$ cat src/rtl/sec32_pkg.sv
// sec32_pkg: shared constants, check-bit masks and codeword type for the 32-bit SEC code.
package sec32_pkg;
    localparam int DATA_W = 32;
    localparam int CHK_W = 8;
    localparam logic [DATA_W-1:0] CHK_MASK [CHK_W] = '{
        32'h00FF1111,
        32'hFF002222,
        32'h0F0F4444,
        32'hF0F08888,
        32'h111100FF,
        32'h2222FF00,
        32'h4444FFFF,
        32'h8888F0F0
    };
    typedef struct packed {
        logic [DATA_W-1:0] data;
        logic [CHK_W-1:0]  check;
        logic              chk_en;
    } codeword_t;
endpackage

$ cat src/rtl/sec32_parity_gen.sv
// sec32_parity_gen: combinational even-parity check bits for 32 data bits.
module sec32_parity_gen
    import sec32_pkg::*;
(
    input  logic [DATA_W-1:0] i_data,
    output logic [CHK_W-1:0]  o_check
);
    always_comb begin
        o_check = '0;
        for (int i = 0; i < CHK_W; i++) o_check[i] = ^(i_data & CHK_MASK[i]);
    end
endmodule

$ cat src/rtl/sec32_encoder_pipe.sv
// sec32_encoder_pipe: valid/ready SEC(32) encoder, 1- or 2-stage pipeline, delivered-word counter.
// Optional single-bit error injection at the output register when SEC32_ERR_INJECT_EN is defined.
module sec32_encoder_pipe
    import sec32_pkg::*;
#(
    parameter int PIPE_STAGES = 2,
    parameter int CNT_W = 16
) (
    input  logic              clk,
    input  logic              rst_n,
    input  logic              in_valid,
    output logic              in_ready,
    input  logic [DATA_W-1:0] in_data,
    input  logic              in_chk_en,
    output logic              out_valid,
    input  logic              out_ready,
    output logic [DATA_W-1:0] out_data,
    output logic [CHK_W-1:0]  out_check,
    output logic              out_chk_en,
    output logic [CNT_W-1:0]  word_cnt
`ifdef SEC32_ERR_INJECT_EN
    ,
    input  logic              inj_arm,
    input  logic [5:0]        inj_pos,
    output logic              inj_done
`endif
);
    logic r_out_v;
    codeword_t r_out;
    codeword_t w_next;
    logic w_next_v;
    logic w_out_ld;
    logic w_out_hs;
    logic [CNT_W-1:0] r_cnt;
    logic [DATA_W+CHK_W-1:0] w_flip;

    assign w_out_ld = ~r_out_v | out_ready;
    assign w_out_hs = r_out_v & out_ready;

    generate
        if (PIPE_STAGES == 1) begin : g_one
            logic [CHK_W-1:0] w_chk;
            sec32_parity_gen u_gen (.i_data(in_data), .o_check(w_chk));
            assign in_ready = w_out_ld;
            assign w_next_v = in_valid;
            assign w_next = {in_data, w_chk, in_chk_en};
        end else begin : g_two
            logic r_s1_v;
            logic [DATA_W-1:0] r_s1_data;
            logic r_s1_tag;
            logic [3:0][CHK_W-1:0] w_part;
            logic [3:0][CHK_W-1:0] r_part;
            // per-byte partial parities; stage 2 folds the four groups
            for (genvar g = 0; g < 4; g++) begin : g_grp
                sec32_parity_gen u_gen (
                    .i_data(in_data & (DATA_W'(8'hFF) << (8 * g))),
                    .o_check(w_part[g])
                );
            end
            assign in_ready = ~r_s1_v | w_out_ld;
            always_ff @(posedge clk or negedge rst_n) begin
                if (!rst_n) r_s1_v <= 1'b0;
                else if (in_ready) r_s1_v <= in_valid;
            end
            always_ff @(posedge clk) begin
                if (in_valid && in_ready) begin
                    r_s1_data <= in_data;
                    r_s1_tag  <= in_chk_en;
                    r_part    <= w_part;
                end
            end
            assign w_next_v = r_s1_v;
            assign w_next = {r_s1_data, r_part[0] ^ r_part[1] ^ r_part[2] ^ r_part[3], r_s1_tag};
        end
    endgenerate

`ifdef SEC32_ERR_INJECT_EN
    logic r_armed;
    logic r_out_inj;
    logic r_done;
    logic [5:0] r_pos;
    logic w_inj_ld;
    // a corrupted word still waiting in the output register blocks a second flip
    assign w_inj_ld = r_armed & ~(r_out_v & r_out_inj);
    assign w_flip = (w_inj_ld && r_pos < 6'd40) ? (DATA_W + CHK_W)'(1) << r_pos : '0;
    always_ff @(posedge clk or negedge rst_n) begin
        if (!rst_n) begin
            r_armed   <= 1'b0;
            r_out_inj <= 1'b0;
            r_done    <= 1'b0;
            r_pos     <= '0;
        end else begin
            r_done <= w_out_hs & r_out_inj;
            if (inj_arm) begin
                r_armed <= 1'b1;
                r_pos   <= inj_pos;
            end else if (w_out_hs && r_out_inj) begin
                r_armed <= 1'b0;
            end
            if (w_out_ld) r_out_inj <= w_next_v & w_inj_ld;
        end
    end
    assign inj_done = r_done;
`else
    assign w_flip = '0;
`endif

    always_ff @(posedge clk or negedge rst_n) begin
        if (!rst_n) begin
            r_out_v <= 1'b0;
            r_out   <= '0;
            r_cnt   <= '0;
        end else begin
            if (w_out_ld) r_out_v <= w_next_v;
            if (w_out_ld && w_next_v) r_out <= w_next ^ {w_flip[DATA_W-1:0], w_flip[DATA_W+CHK_W-1:DATA_W], 1'b0};
            if (w_out_hs) r_cnt <= r_cnt + CNT_W'(1);
        end
    end

    assign out_valid  = r_out_v;
    assign out_data   = r_out.data;
    assign out_check  = r_out.check;
    assign out_chk_en = r_out.chk_en;
    assign word_cnt   = r_cnt;
endmodule

$ cat config.mk
export PLATFORM = sky130hd
export DESIGN_NAME = sec32_encoder_pipe
export DESIGN_NICKNAME = d
export VERILOG_FILES = /design/src/rtl/sec32_pkg.sv /design/src/rtl/sec32_parity_gen.sv /design/src/rtl/sec32_encoder_pipe.sv
export SDC_FILE = /design/constraint.sdc
export NUM_CORES = 1
export LEC_CHECK = 0
export CORE_MARGIN = 4
export CORE_UTILIZATION = 45
export CTS_CLUSTER_SIZE = 40
export DETAILED_ROUTE_END_ITERATION = 10
export PLACE_DENSITY = 0.74
export SYNTH_ARGS = -nofsm -noshare
export SYNTH_HDL_FRONTEND = slang
export SYNTH_SLANG_ARGS = --single-unit
$ cat constraint.sdc
create_clock -name clk -period 3.35 [get_ports clk]
set_clock_uncertainty 0.2 [all_clocks]
set_input_delay 0.67 -clock clk [delete_from_list [all_inputs] [get_ports clk]]
set_output_delay 0.67 -clock clk [all_outputs]
set_load 0.01 [all_outputs]
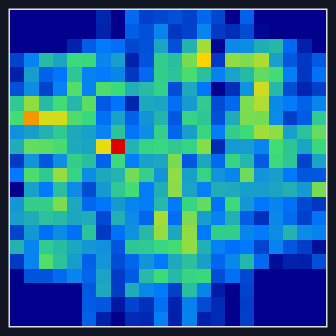
Figure 1: run 1, signal metal coverage by tile.
The die is cut into 22 by 22 equal tiles; dark blue is low, red is high, scaled to the fullest tile. Values are wire area over tile area, all layers added.
- fullest tile: 0.40
- mean over tiles: 0.11
- nearly empty tiles: 15%
mean routed wirelength per cell: 15.3 um
routed wire length: 8360 um
GRT Util Overall: 15.3%
via count: 2,600

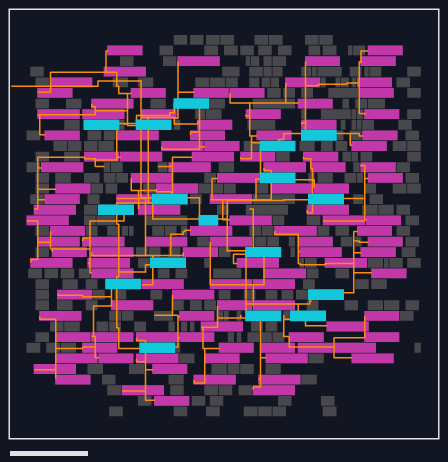
Figure 2: run 1, routed clock nets over the placement.
The bar under the picture is 20 um long.
- flip-flops: magenta (count 118)
- clock-net drivers: cyan (count 17)
- clock wires: orange (length 1,350 um)
- flops lie: widely spread
clk ins delay skew pair: 0.49 ns
Clock net power: 1.82 mW
clock power share: 40.3%

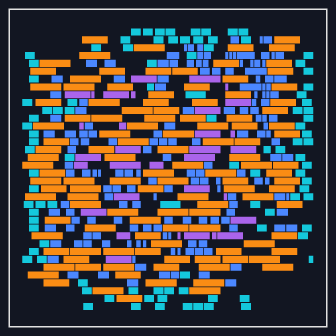
Figure 3: run 1, cells coloured by class.
- registers: orange (cells 118)
- remaining buffers and delay cells: cyan (cells 99)
- remaining logic cells: blue (cells 163)
- clock drivers and dummy loads: purple (cells 32)
final instance area: 6400 um2
FP Rows: 36
core area: 9910 um2
sequential cell area share: 50.8%

==> flow_summary.yaml, run 1 <==
# physical design summary
setup_path:
  crit_top_cell: "clkdlybuf4s50_1"
  cp-end-kind: "output port"
  startpoint: "out_ready"
  cp_slowest_cell: "clkdlybuf4s50_1"
  path_cells: "clkdlybuf4s50_1 > nand3b_1 > clkdlybuf4s50_1"
  worst_r2r_endpoint: "out_data[30]"
  cp.required_ns: 2.48
  crit_path_start_kind: "input pin"
  r2r_cells: 4
  r2r_slack_ns: 1.48
  cp_max_fo: 5
  critical_path.endpoint: "in_ready"
  critPathKind: "in -> out"
run_status:
  status: "finished, violations left"
  violations: "hold timing"
placed_design:
  dp_hpwl_um: 5920
  dp.cells: 513
  place_ws_ns: 0.533
clock_tree:
  cts_tree: "yes"
  ctsHoldBuffers: 0
  cts_inserted_buffers: 17
  ctsLongestPathBuffers: 2
  clk_pin_slew_ns: 0.05
  cts_resized: 0
  htree_levels: 4
floorplanning:
  die_area_um2: 12000
  io_pins: 96
  fp_util_pct: 46.9
  die_h_um: 110
  die_x_um: 110
final_layout:
  antenna_cells: 0
  syn_to_final_growth_pct: 37.6
  most-common-layout-cells: "clkdlybuf4s50_1, edfxtp_1, dfrtp_1"
  lay_top_count: "clkdlybuf4s50_1"
  drive_gt1_share_pct: 9.95
  final_core_util_pct: 64.6
  instances_no_fill: 545
  layout.nets: 437
power:
  power_mw: 4.52
  pg_comb_mw: 0.797
  p_per_area_nw_per_um2: 707
  combPwrFrac_pct: 17.6
  p_sw_mw: 1.06
  ir_drop_mv: 0.444
  largestPowerGroup: "sequential cells"
sta:
  period_needed_ns: 2.81
  finalCritPeriodShare_pct: 83.9
  setup_viol: 0
  setup_ws_ns: 0.540
  hold_viol_final: 2
  slew_viol_final: 0
  fmax_ghz: 0.356
  maxSlewHeadroom_pct: 57.4
  holdWs_ns: -0.00418
  tightestPinTransition_ns: 0.639
synthesis:
  floorplan.nets: 324
  yosys_area_um2: 4650
  ys_cells: 286
  synthAoiAreaFrac_pct: 0.861
  syn_area_per_cell_um2: 16.3
  yosysWarnings: 0
  xor_share_pct: 14.9
  yosys.stat.seqShare_pct: 69.9
  yosysUniqueCellTypes: 26
  synth.logic.top_family: "XOR/XNOR gates"
  synth_flops: 118
run:
  cap_violations: 0
detailed_routing:
  drt-met1-wl_um: 3510
  dr.max_layer_used: "met4"
  wl_met2_um: 4260
  wl_met3_um: 525
  drt_iter0_drc: 95
global_routing:
  grt_remaining_overflow: 0
  grt_max_degree: 60
  grt_pass1_wl_um: 13600
  met1_usage_pct: 18.6
  antenna_found_initial: 0
  grt_pass1_vias: 2769
  grt.busiest_layer: "met2"
worst_hold_path:
  min_path_type: "in -> async"
run 1: critical path, delay by kind of cell:
kind / cells / cell delay, ns
AND/OR/NAND/NOR: 1 / 0.17
buffers and inverters: 2 / 1.10
run 1: cells in the mapped netlist (all sizes together):
cell type  instances
and3               1
nand3              7
edfxtp            59
dfrtp             59
nand2             15
or2                1
xor2              35
nor3               1
and2               1
xnor2             44
buf                5
ha                 1
nor4               2
nand2b             3
o21ai              8
nor2               6
inv                1
mux2              34
nand4              2
nand3b             1
run 1: area by class of cell:
cell class,count,area [um2]
clock buffer,22,453
clock inverter,10,151
fill,754,3510
inverter,1,3.75
multi-input combinational,162,1370
sequential,118,3250
tap,133,166
timing repair buffer,99,1000
Figure 4. Clock nets (run 1).
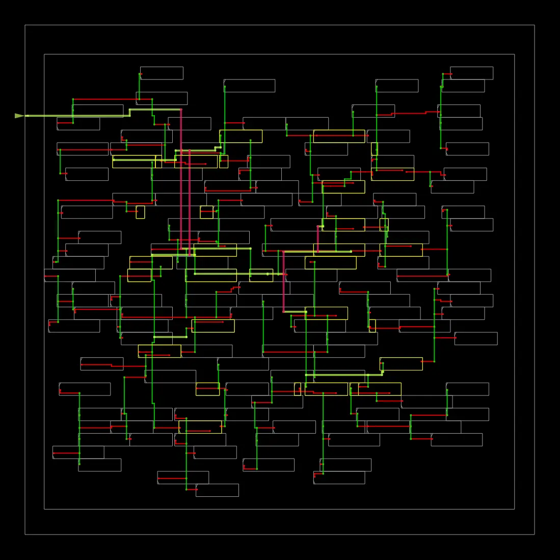

==> inputs of run 2 (changes only) <==
--- a/config.mk
+++ b/config.mk
@@ -9,7 +9,7 @@
 export CORE_UTILIZATION = 45
 export CTS_CLUSTER_SIZE = 40
 export DETAILED_ROUTE_END_ITERATION = 10
-export PLACE_DENSITY = 0.74
+export PLACE_DENSITY = 0.76
 export SYNTH_ARGS = -nofsm -noshare
 export SYNTH_HDL_FRONTEND = slang
 export SYNTH_SLANG_ARGS = --single-unit
==> constraint.sdc (replaced) <==
create_clock -name clk -period 2.5 [get_ports clk]
set_clock_uncertainty 0.2 [all_clocks]
set_input_delay 0.5 -clock clk [delete_from_list [all_inputs] [get_ports clk]]
set_output_delay 0.5 -clock clk [all_outputs]
set_load 0.01 [all_outputs]
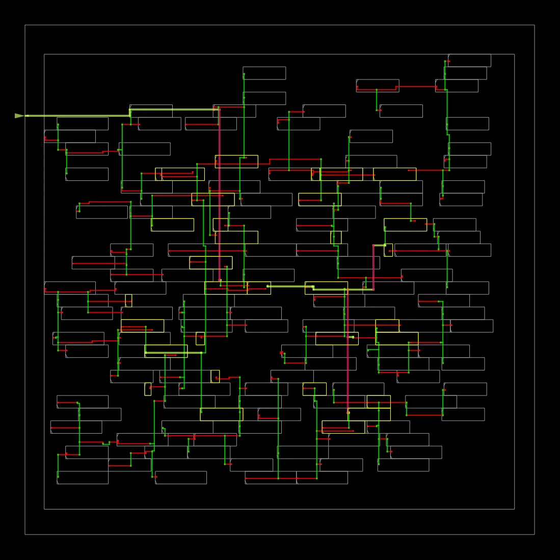
Figure 5: run 2, clock nets.
clock sink count: 118
Inserted Clock Buffers: 17
Clock Buffer Count: 26
seq_cells: 118

==> run 2 against run 1 <==
The run now ends clean. Global-route usage down 0.24 points. Register-to-register slack worse by 0.65 ns. Worst setup slack got worse by 0.43 ns. Final cell count is 0.37% higher. Count of clock-buffer cells in the layout up 4. Sequential power increased by 34%. Clock power is 24% higher. Combinational power rose by 37%. Area after synthesis unchanged. Synthesized cell count unchanged. Critical path type unchanged.
==> flow_summary.yaml, run 2 <==
# physical design summary
floorplanning:
  die_h_um: 110
  die_area_um2: 12000
  coreArea_um2: 9910
  tap_cells: 133
  io_pins: 96
  rows: 36
  fp_util_pct: 46.9
  die_x_um: 110
final_layout:
  drive_gt1_share_pct: 10.4
  lay_top_count: "clkdlybuf4s50_1"
  instances_no_fill: 547
  num-nonclk-buffers: 101
  n_fill_cell: 747
  buf_share_pct: 16.3
  top_area_cell_class: "flip-flops and latches"
  final-comb-area_um2: 1370
  logic_gate_count: 162
  syn_to_final_growth_pct: 37.9
  inv_count: 1
  antenna_cells: 0
  most-common-layout-cells: "clkdlybuf4s50_1, edfxtp_1, dfrtp_1"
  clockNetworkAreaShare_pct: 9.00
  layout.nets: 439
  fin_area_um2: 6410
  comb_share_pct: 21.4
synthesis:
  synth.cellmix.simpleShare_pct: 5.22
  topCellsByArea: "edfxtp_1, dfrtp_1, xnor2_1"
  adder_share_pct: 0.269
  syn_inst: 286
  syn_area_um2: 4650
  synthMuxAreaShare_pct: 8.23
  synthAoiAreaFrac_pct: 0.861
  syn_area_per_cell_um2: 16.3
  xor_share_pct: 14.9
  yosysUniqueCellTypes: 26
  yosysWarnings: 0
  floorplan.nets: 324
  async_flop_share_pct: 50.0
  yosys.stat.seqShare_pct: 69.9
  ff_type: "edfxtp_1"
  common_cells: "dfrtp_1, edfxtp_1, xnor2_1, xor2_1, mux2_1"
  top_cell_area_share_pct: 38.1
  synth_flops: 118
  synth.logic.top_family: "XOR/XNOR gates"
  yosys_area_um2: 4650
  yosysTopAreaCell: "edfxtp_1"
  ys_cells: 286
  edf_count: 59
clock_tree:
  ctsLongestPathBuffers: 2
  clock_latency_ns: 0.49
  cts_tree: "yes"
  postCtsSetupRepairBufs: 0
  htree_levels: 4
  cts_resized: 0
  ctsHoldBuffers: 1
  root_buffer: "clkbuf_8"
  clk_pin_slew_ns: 0.05
power:
  internal_power_mw: 4.45
  p_per_area_nw_per_um2: 919
  largestPowerGroup: "sequential cells"
  p_leak_nw: 2.52
  pg_comb_mw: 1.09
  ir_drop_mv: 0.554
  power.share.switching_pct: 24.4
  clkPwrFrac_pct: 38.3
  combPwrFrac_pct: 18.5
  p_seq_share_pct: 43.2
  powerClk_mw: 2.26
  p_sw_mw: 1.44
  power_mw: 5.89
global_routing:
  grt_usage_pct: 15.1
  antenna_found_initial: 0
  grt_pass1_wl_um: 13600
  grt_max_degree: 60
  grt_pass1_vias: 2790
  grt_remaining_overflow: 0
setup_path:
  cp_slowest_cell: "clkdlybuf4s50_1"
  critPathArrivalTime_ns: 1.69
  worst-path-buf-inv: 2
  crit_top_cell: "clkdlybuf4s50_1"
  crit_path_start_kind: "input pin"
  cp_max_fo: 3
  cp-end-kind: "output port"
  critPathKind: "in -> out"
  max_stage_delay_ns: 0.56
  crit_family: "buffers and inverters"
  cp.required_ns: 1.80
  path_cells: "clkdlybuf4s50_1 > nand3b_1 > clkdlybuf4s50_1"
placed_design:
  place_ws_ns: 0.112
  dp.cells: 514
  gp_congestion: 0.798
  place_area_um2: 5830
  dp_hpwl_um: 5790
  io_buffer_count: 95
detailed_routing:
  drt_iter0_drc: 84
  firstDrtPassIters: 5
  vias: 2590
  viasPerCell: 4.73
  dr.max_layer_used: "met4"
  detail-route-antenna-nets: 0
  totalWireLength_um: 8410
  wl_met3_um: 425
  wire_per_inst_um: 15.4
  wl_met2_um: 4230
  route.detailed.drc: 0
  drt-met1-wl_um: 3660
worst_hold_path:
  min_path_type: "reg -> reg"
sta:
  setup_viol: 0
  hold_viol_final: 0
  period_needed_ns: 2.39
  slew_viol_final: 0
  finalCritPeriodShare_pct: 95.5
  tightestPinTransition_ns: 0.335
  tns_ns: 0
  fmax_ghz: 0.419
  holdWs_ns: 0.250
  maxSlewHeadroom_pct: 77.7
  setup_ws_ns: 0.112
  rsz0062_at_grt: "no"
run:
  cap_violations: 0
  warnings: 26
run_status:
  status: "completed"
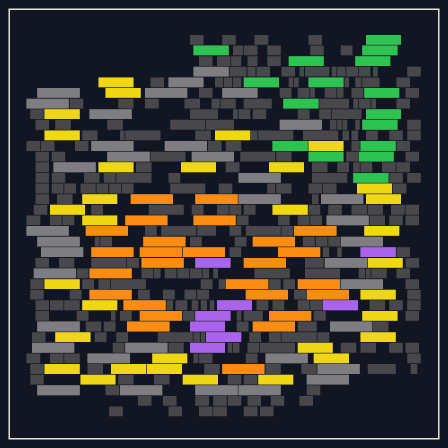
Figure 6: run 2, register map, names as in the netlist.
- out_data: yellow (placed flops 32)
- word_cnt: green (placed flops 16; where north-east)
- out_check: purple (placed flops 8)
- g_two.r_part: orange (placed flops 26)
Layout Utilization: 64.7%
Seq. cell area: 3250 um2
sequential cell area share: 50.7%
seq pwr: 2.55 mW

-- run 2: path summary, 6_finish.rpt --
kind | startpoint | to | slack [ns] | depth (start not counted)
setup / recovery | out_ready | in_ready | 0.11 | 3
hold / removal | g_two.r_s1_data[4] | out_data[4] | 0.25 | 1
setup reg to reg | out_valid | g_two.r_s1_data[23] | 0.83 | 3
hold reg to reg | g_two.r_s1_data[4] | out_data[4] | 0.25 | 1
max in group asynchronous | rst_n | out_data[0] | 1.49 | 3
min in group asynchronous | rst_n | out_data[20] | 0.35 | 3
-- run 2: per-layer routing --
metal | global-route usage (%) | up-vias
li1 | - | 1231
met1 | 19.4 | 1278
met2 | 24.1 | 72
met3 | 3.93 | 9
met4 | 6.68 | 0
met5 | 0 | -
==> inputs of run 3 (changes only) <==
--- a/config.mk
+++ b/config.mk
@@ -5,11 +5,12 @@
 export SDC_FILE = /design/constraint.sdc
 export NUM_CORES = 1
 export LEC_CHECK = 0
+export ABC_AREA = 1
 export CORE_MARGIN = 4
 export CORE_UTILIZATION = 45
 export CTS_CLUSTER_SIZE = 40
 export DETAILED_ROUTE_END_ITERATION = 10
-export PLACE_DENSITY = 0.76
+export PLACE_DENSITY = 0.75
 export SYNTH_ARGS = -nofsm -noshare
 export SYNTH_HDL_FRONTEND = slang
 export SYNTH_SLANG_ARGS = --single-unit
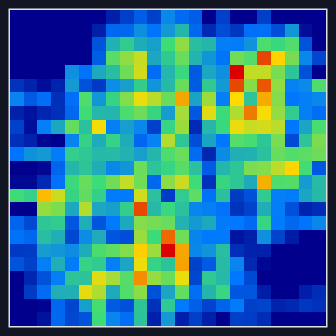
Figure 7: run 3, signal metal coverage by tile.
The die is cut into 23 by 23 equal tiles; dark blue is low, red is high, scaled to the fullest tile. Values are wire area over tile area, all layers added.
- mean over tiles: 0.13
- nearly empty tiles: 15%
- fullest tile: 0.40
- tiles over half the peak: 22%
mean routed wirelength per cell: 14.1 um
GRT Util Overall: 17.4%
via count: 3,489

==> run 3 against run 2 <==
Worst setup slack gained 0.15 ns. Die size grew 7.4%. Fmax grew 6.8%. First-iteration DRC count grew 130%. Final cell count grew 35%. Critical path depth shrank 2. Flip-flop count is the same. Sequential power grew 2%. Largest power group unchanged.
==> flow_summary.yaml, run 3 <==
# physical design summary
run_status:
  status: "completed"
power:
  clkPwrFrac_pct: 38.4
  p_leak_nw: 3.03
  internal_power_mw: 4.67
  power_mw: 6.35
  combPwrFrac_pct: 20.7
  p_sw_mw: 1.68
  p_per_area_nw_per_um2: 933
  p_seq_share_pct: 40.9
  ir_drop_mv: 0.505
  power.share.switching_pct: 26.5
final_layout:
  final-comb-area_um2: 1610
  instances_no_fill: 738
  layout.nets: 623
  top_area_cell_class: "flip-flops and latches"
  lay_top_count: "nand2_1"
  ff_count: 118
  n_clock_buffer: 18
  regArea_um2: 3250
  most-common-layout-cells: "nand2_1, clkdlybuf4s50_1, edfxtp_1, dfrtp_1, xor2_1"
  drive_gt1_share_pct: 7.86
  comb_share_pct: 23.7
  syn_to_final_growth_pct: 35.5
  clockNetworkAreaShare_pct: 8.82
  num-nonclk-buffers: 101
  logic_gate_count: 311
  inv_count: 36
floorplanning:
  tap_cells: 140
  rows: 38
  io_pins: 96
  die_h_um: 114
  fp_util_pct: 46.1
  die_x_um: 114
  die_area_um2: 12900
  coreArea_um2: 10900
synthesis:
  xor_share_pct: 12.0
  yosys_area_um2: 5020
  yosysTopAreaCell: "edfxtp_1"
  edf_count: 59
  floorplan.nets: 511
  ff_type: "edfxtp_1"
  syn_area_um2: 5020
  yosysWarnings: 0
  topCellsByArea: "edfxtp_1, dfrtp_1, nand2_1"
  ys_cells: 473
  synthMuxAreaShare_pct: 0
  adder_share_pct: 0.249
  yosys.stat.seqShare_pct: 64.7
  syn_area_per_cell_um2: 10.6
  yosysUniqueCellTypes: 20
  synthAoiAreaFrac_pct: 0.349
  synth_flops: 118
  synth.cellmix.simpleShare_pct: 19.3
global_routing:
  met1_usage_pct: 22.3
  grt_remaining_overflow: 0
  grt_pass1_wl_um: 17400
  grt.busiest_layer: "met2"
  grt_max_degree: 42
  grt_pass1_vias: 3653
  grtUsageMet3_pct: 5.46
  antenna_found_initial: 0
detailed_routing:
  route.detailed.drc: 0
  viasPerCell: 4.73
  wl_met3_um: 528
  wl_met2_um: 5050
  drt_iter0_drc: 197
  totalWireLength_um: 10400
  firstDrtPassIters: 4
  drt-met1-wl_um: 4620
setup_path:
  crit_path_start_kind: "flop"
  startpoint: "out_valid"
  path_cells: "clkdlybuf4s50_1"
  cp_slowest_cell: "clkdlybuf4s50_1"
  cp_max_fo: 5
  crit_family: "buffers and inverters"
  r2r-start: "out_valid"
  cp.depth: 1
  cp-end-kind: "output port"
  max_stage_delay_ns: 0.58
  r2r_slack_ns: 0.87
  critical_path.endpoint: "out_valid"
  cp.required_ns: 1.80
  critPathKind: "reg -> out"
  worst_r2r_endpoint: "g_two.r_part[26]"
clock_tree:
  ctsHoldBuffers: 1
  ctsLongestPathBuffers: 2
  postCtsSetupRepairBufs: 0
  cts_tree: "yes"
  clk_pin_slew_ns: 0.05
  htree_levels: 4
run:
  warnings: 26
sta:
  tightestPinTransition_ns: 0.740
  hold_viol_final: 0
  maxSlewHeadroom_pct: 50.6
  tns_ns: 0
  finalCritPeriodShare_pct: 89.4
  setup_viol: 0
  period_needed_ns: 2.23
  holdWs_ns: 0.245
  rsz0062_at_grt: "no"
  slew_viol_final: 0
worst_hold_path:
  holdPathStages: 2
  min_from: "g_two.r_s1_data[30]"
  min_to: "out_data[30]"
placed_design:
  gp_congestion: 0.811
  dp.cells: 705
  place_ws_ns: 0.0294
  dp_hpwl_um: 7200
  place_area_um2: 6200
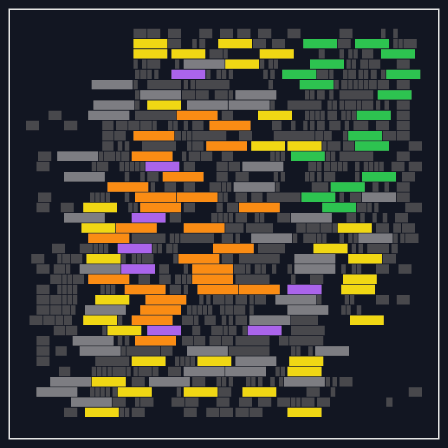
Figure 8: run 3, register map, names as in the netlist.
Layout Utilization: 62.5%
sequential cell area share: 47.7%
seq pwr: 2.60 mW

run 3: cell count changes in the layout (fill, tap and decap cells not counted), moves of 4 or more:
cell        change
bufinv_16       +4
nand4_1         +5
nor2_1         +11
nand3_1         +7
nand2_1       +176
inv_1          +31
xnor2_1        -11
o21ai_1         -7
clkinvlp_4      +5
nand2b_1        +5
mux2_1         -33
run 3: power groups by stage:
stage,sequential (mW),clock (mW),combinational [mW]
6_report,2.60,2.44,1.31
5_1_grt,2.64,2.59,1.45
4_1_cts,2.61,2.48,1.34
3_5_place_dp,2.64,0,1.33
3_3_place_gp,2.63,0,1.29
2_1_floorplan,2.70,0,0.502
Power is estimated from default activity; no workload was simulated.
